==> config.mk <==
export PLATFORM = sky130hd
export DESIGN_NAME = cw_time_set_ctrl_flat
export DESIGN_NICKNAME = d
export VERILOG_FILES = /design/src/rtl/cw_time_set_ctrl_if.sv /design/src/rtl/cw_time_set_ctrl.sv /design/src/flat_wrapper.sv
export SDC_FILE = /design/constraint.sdc
export NUM_CORES = 1
export LEC_CHECK = 0
export ABC_AREA = 1
export CELL_PAD_IN_SITES_DETAIL_PLACEMENT = 1
export CELL_PAD_IN_SITES_GLOBAL_PLACEMENT = 1
export CORE_AREA = 2 2 58 60
export CTS_BUF_LIST = sky130_fd_sc_hd__clkbuf_4
export DETAILED_ROUTE_END_ITERATION = 12
export DIE_AREA = 0 0 60 62
export PLACE_DENSITY = 0.92
export SYNTH_ARGS = -nofsm -noshare
export SYNTH_HDL_FRONTEND = slang
export SYNTH_SLANG_ARGS = --single-unit
==> constraint.sdc <==
create_clock -name Clk -period 5.6 [get_ports Clk]
set_clock_uncertainty 0.05 [all_clocks]
set_input_delay 1.12 -clock Clk [delete_from_list [all_inputs] [get_ports Clk]]
set_output_delay 1.12 -clock Clk [all_outputs]
set_load 0.005 [all_outputs]
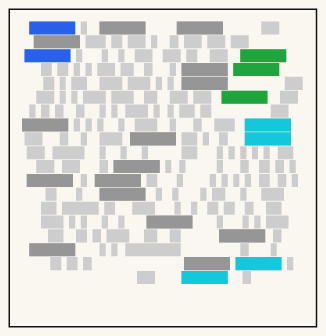
run_1/flops_by_reg.png
Other sequential cells in the stronger grey, the rest of the logic in the fainter grey.
u_core.bus.o_Inc -> green  # flops 3
u_core.state_r -> blue  # flops 2
u_core.cnt_r -> cyan  # flops 4
Flop area: 600.6 um2
Seq. pwr: 0.213 mW
fraction of area in registers: 36.89%
Core Util, Final: 51.20%

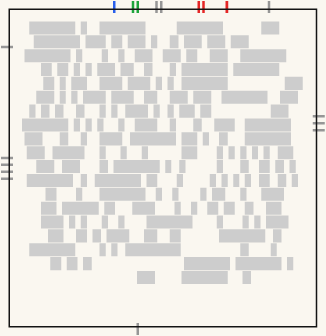
run_1/io_placement.png
Pins as bars across the die edge, other pins in grey.
bus_o_Dec -> red  # pins 3, direction output, edge top
bus_i_Mode -> blue  # pins 1, direction input, edge top
bus_o_Field -> green  # pins 2, direction output, edge top
all pins by edge = 9 top, 5 left, 3 right, 1 bottom
Die Ht: 62 um
die width: 60 um
IO Port Bufs: 17

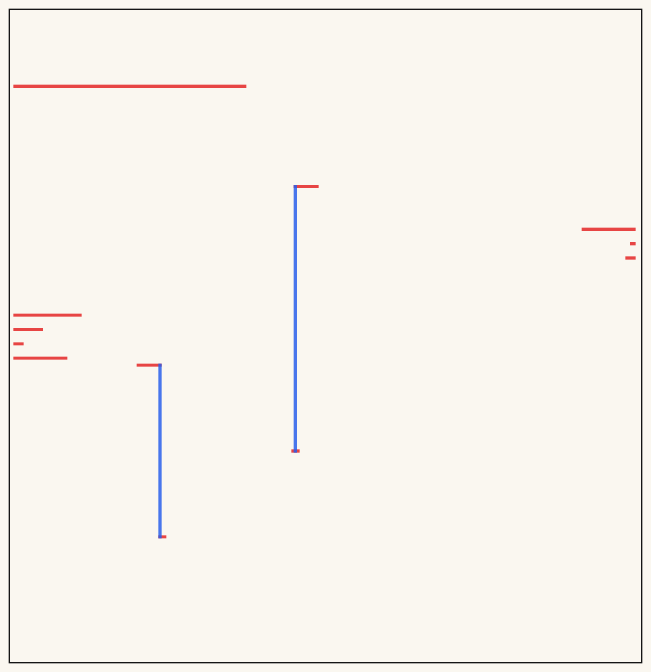
run_1/wires.png
Only two layers are drawn.
metal 3 -> red  # wire length 46.5 um
metal 4 -> blue  # wire length 41.5 um
routed wire length: 2936 um
GRT Total Usage: 16.68%
drt wl/cell: 13.59 um
DR vias: 1062

==> GITHUB_STEP_SUMMARY, run 1 <==
### Yosys + OpenROAD results

| Metric | Value |
|---|---|
| Die area | `3720 um2` |
| Pin count of the biggest net entering global routing | `25` |
| Register clock-pin slew on the reported worst setup and hold paths | `about 0.14 ns` |
| Nets@finish | `about 190` |
| Vias/cell | `a little under 5` |
| Worst Path Arrival | `slightly below 2 ns` |
| Cells after synthesis | `150` |
| Final Hold Vio Count | `0` |
| CP startpoint kind | `flip-flop` |
| Syn-to-layout area delta | `20.35%` |
| Number of synthesized flops with an enable pin | `0` |
| Synth area leader | `dfrtp_1` |
| Hold path cells | `1` |
| Post-Syn Area | `1353 um2` |
| Post-CTS Setup Bufs | `0` |
| DRC Markers | `0` |
| Compound Share, Synth | `under 10%` |
| Worst-Skew Late Latency | `between 0.3 and 0.4 ns` |
| Row count | `21` |
| Status | `complete, no violations` |
| Antenna viol nets, final | `0` |
| Registers, synthesis | `24` |
| Final min period | `around 3.1 ns` |
| Comb area leader | `simple AND/OR/NAND/NOR gates` |
| Leakage | `0.7637 nW` |
| Cts bufs inserted | `3` |
| Setup violators final | `0` |
| Core Area | `around 3200 um2` |
| Setup crit end kind | `output pin` |
| Commonest Layout Cell | `nand2_1` |
| Number of unique standard cell types used by synthesis | `25` |
| Longest Clk Path Bufs | `2` |
| Xor+xnor area frac | `2.590%` |
| Share of cells above drive strength 1 | `between 10 and 15%` |
| Mean Syn Cell Area | `9.017 um2` |
| Number of global-route vias before repair | `1071` |
| CTS tree | `done` |
| Post-route cell area | `around 1600 um2` |
| Ports | `18` |
| Basic Gates by Area | `around 28%` |
| Fraction of registers with async set/reset | `100.0%` |
| Hold WS | `between 0.4 and 0.5 ns` |
| Register-to-register setup slack | `approximately 3.5 ns` |
run 1: final cells by class:
class | instances | area share, %
Multi-Input combinational cell | 101 | 40.35
Sequential cell | 24 | 36.89
Timing Repair Buffer | 17 | 10.45
Inverter | 24 | 5.534
Tap cell | 46 | 3.536
Clock inverter | 1 | 1.845
Clock buffer | 3 | 1.384
run 1: metal layers:
layer | routed length [um] | GRT usage (%)
met1 | 1238 | 18.77
met2 | 1610 | 31.83
met3 | 46 | 2.277
met4 | 41 | 6.349
met5 | 0 | 0
run 1: power breakdown:
part | internal (mW) | switching [mW]
sequential | 0.193 | 0.0205
clock | 0.0724 | 0.0533
combinational | 0.101 | 0.143
run 1: critical path, stage by stage, from the launching register on:
cell and delay, ns:
dfrtp_1 0.47, inv_1 0.18, ha_1 0.26, inv_1 0.09, a21oi_1 0.14, clkdlybuf4s50_1 0.52
run 1: Yosys cell counts, types with 2 or more instances:
cell type,instances
dfrtp_1,24
nand2_1,26
nand3_1,9
o21ai_0,2
nor2_1,12
ha_1,12
nand2_2,5
inv_1,23
a21oi_1,7
o21ai_2,4
nor3_2,3
nand4_1,5
and3_1,2
or2_2,3
xor2_1,3
run 1: cell families after synthesis:
| group | after synthesis |
|---|---|
| flip-flops | 24 |
| AND/OR/NAND/NOR | 70 |
| buffers and inverters | 25 |
| XOR/XNOR | 4 |
| AND-OR/OR-AND | 15 |
| adder cells (fa/ha/maj) | 12 |
==> run 1 -> run 2 <==
- CORE_AREA: 2 2 58 60 -> 2 2 62 64
- DIE_AREA: 0 0 60 62 -> 0 0 64 66
- PLACE_DENSITY: 0.92 -> 0.86
- clock period: 5.6 -> 2.8 ns (I/O delays scaled with it)
==> GITHUB_STEP_SUMMARY, run 2 <==
### Yosys + OpenROAD results

| Metric | Value |
|---|---|
| Status | `complete, no violations` |
| Row count | `22 (+4.8%)` |
| Cells after synthesis | `150 (unchanged)` |
| Yosys top cell by instances | `nand2_1` |
| Xor+xnor area frac | `2.590% (unchanged)` |
| Number of global-route vias before repair | `1153 (+7.7%)` |
| Core Area | `3551 um2 (+12%)` |
| Register-to-register setup slack | `0.76 ns (-2.76 ns)` |
| Comb area leader | `simple AND/OR/NAND/NOR gates` |
| Number of synthesized flops with an enable pin | `0 (unchanged)` |
| Mean Syn Cell Area | `9.017 um2 (unchanged)` |
| Vias/cell | `4.772 (-2.9%)` |
| Number of unique standard cell types used by synthesis | `25 (unchanged)` |
| Seq pwr share | `39.8% (+3.2 points)` |
| Basic Gates by Area | `27.94% (unchanged)` |
| Final min period | `roughly 2.5 ns` |
| Routed wire length | `2891 um (-1.5%)` |
| Power Internal | `0.6413 mW (+75%)` |
| Hold WS | `0.4478 ns (-0.0008650 ns)` |
| Cts bufs inserted | `3 (unchanged)` |
| Post-Syn Area | `1353 um2 (unchanged)` |
| Share of cells above drive strength 1 | `14.62% (-0.086 points)` |
| Die width | `64 um (+6.7%)` |
| Commonest cells post-synth | `26 x nand2_1, 24 x dfrtp_1, 23 x inv_1` |
| Worst Path Arrival | `1.92 ns (-0.05 ns)` |
| Switching pwr | `0.4223 mW (+95%)` |
| Setup violators final | `0 (unchanged)` |
| Pin count of the biggest net entering global routing | `25 (unchanged)` |
| Comb pwr share | `45.7% (+3.9 points)` |
| Post-CTS Setup Bufs | `0 (unchanged)` |
| Setup crit end kind | `output pin` |
| Ports | `18 (unchanged)` |
| DR vias | `1045 (-1.6%)` |
run 2: area by class of cell:
class | count | area [um2] | area share [%]
inverters | 24 | 90.09 | 5.590
flip-flops and latches | 24 | 600.6 | 37.27
well taps | 48 | 60.06 | 3.727
clock inverters | 1 | 3.754 | 0.2329
repair buffers | 18 | 177.7 | 11.02
clock buffers | 3 | 22.52 | 1.398
multi-input cells | 101 | 656.9 | 40.76
run 2: cell families after synthesis:
logic type	after synthesis
buffers and inverters	25
AND/OR/NAND/NOR	70
flip-flops	24
adder cells (fa/ha/maj)	12
AND-OR/OR-AND	15
XOR/XNOR	4
run 2: worst max-delay path, stage by stage, from the launching register on:
cell             delay (ns)
dfrtp_1                0.46
inv_1                  0.17
ha_1                   0.25
inv_1                  0.08
a21oi_1                0.13
clkdlybuf4s50_1        0.51
run 2: metrics by stage:
| stage | instances | util [%] |
|---|---|---|
| floorplan | 150 | - |
| global placement | 215 | 44.64 |
| detailed placement | 215 | 44.64 |
| CTS | 219 | 45.38 |
| global route | 219 | 45.38 |
| finish | 219 | 45.38 |
run 2: power by group through the flow:
stage / clock (mW) / sequential (mW) / combinational [mW]
after detailed placement: 0 / 0.430 / 0.491
after CTS: 0.159 / 0.424 / 0.495
after global placement: 0 / 0.429 / 0.471
final: 0.155 / 0.423 / 0.486
after global routing: 0.175 / 0.430 / 0.552
after floorplan: 0 / 0.424 / 0.313
run 2: metal layers:
layer	vias to the layer above	wire, um	track usage (%)	part of all wire [%]
li1	517	-	-	-
met1	514	1210	17.84	42
met2	14	1601	31.25	55
met3	0	80	2.385	2.8
met4	0	0	2.446	0
met5	-	0	0	0
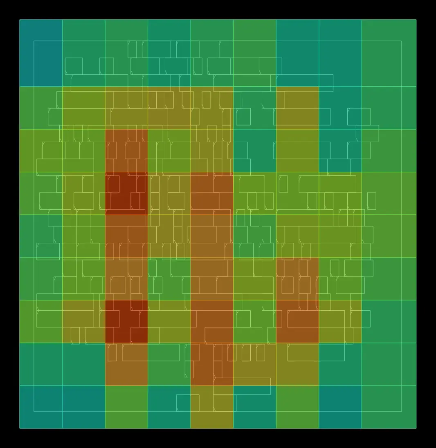
run_2/congestion.png
Core Util, Final: 45.38%
GR peak layer: met2
met1 usage: 17.84%

Power is estimated from default activity; no workload was simulated.
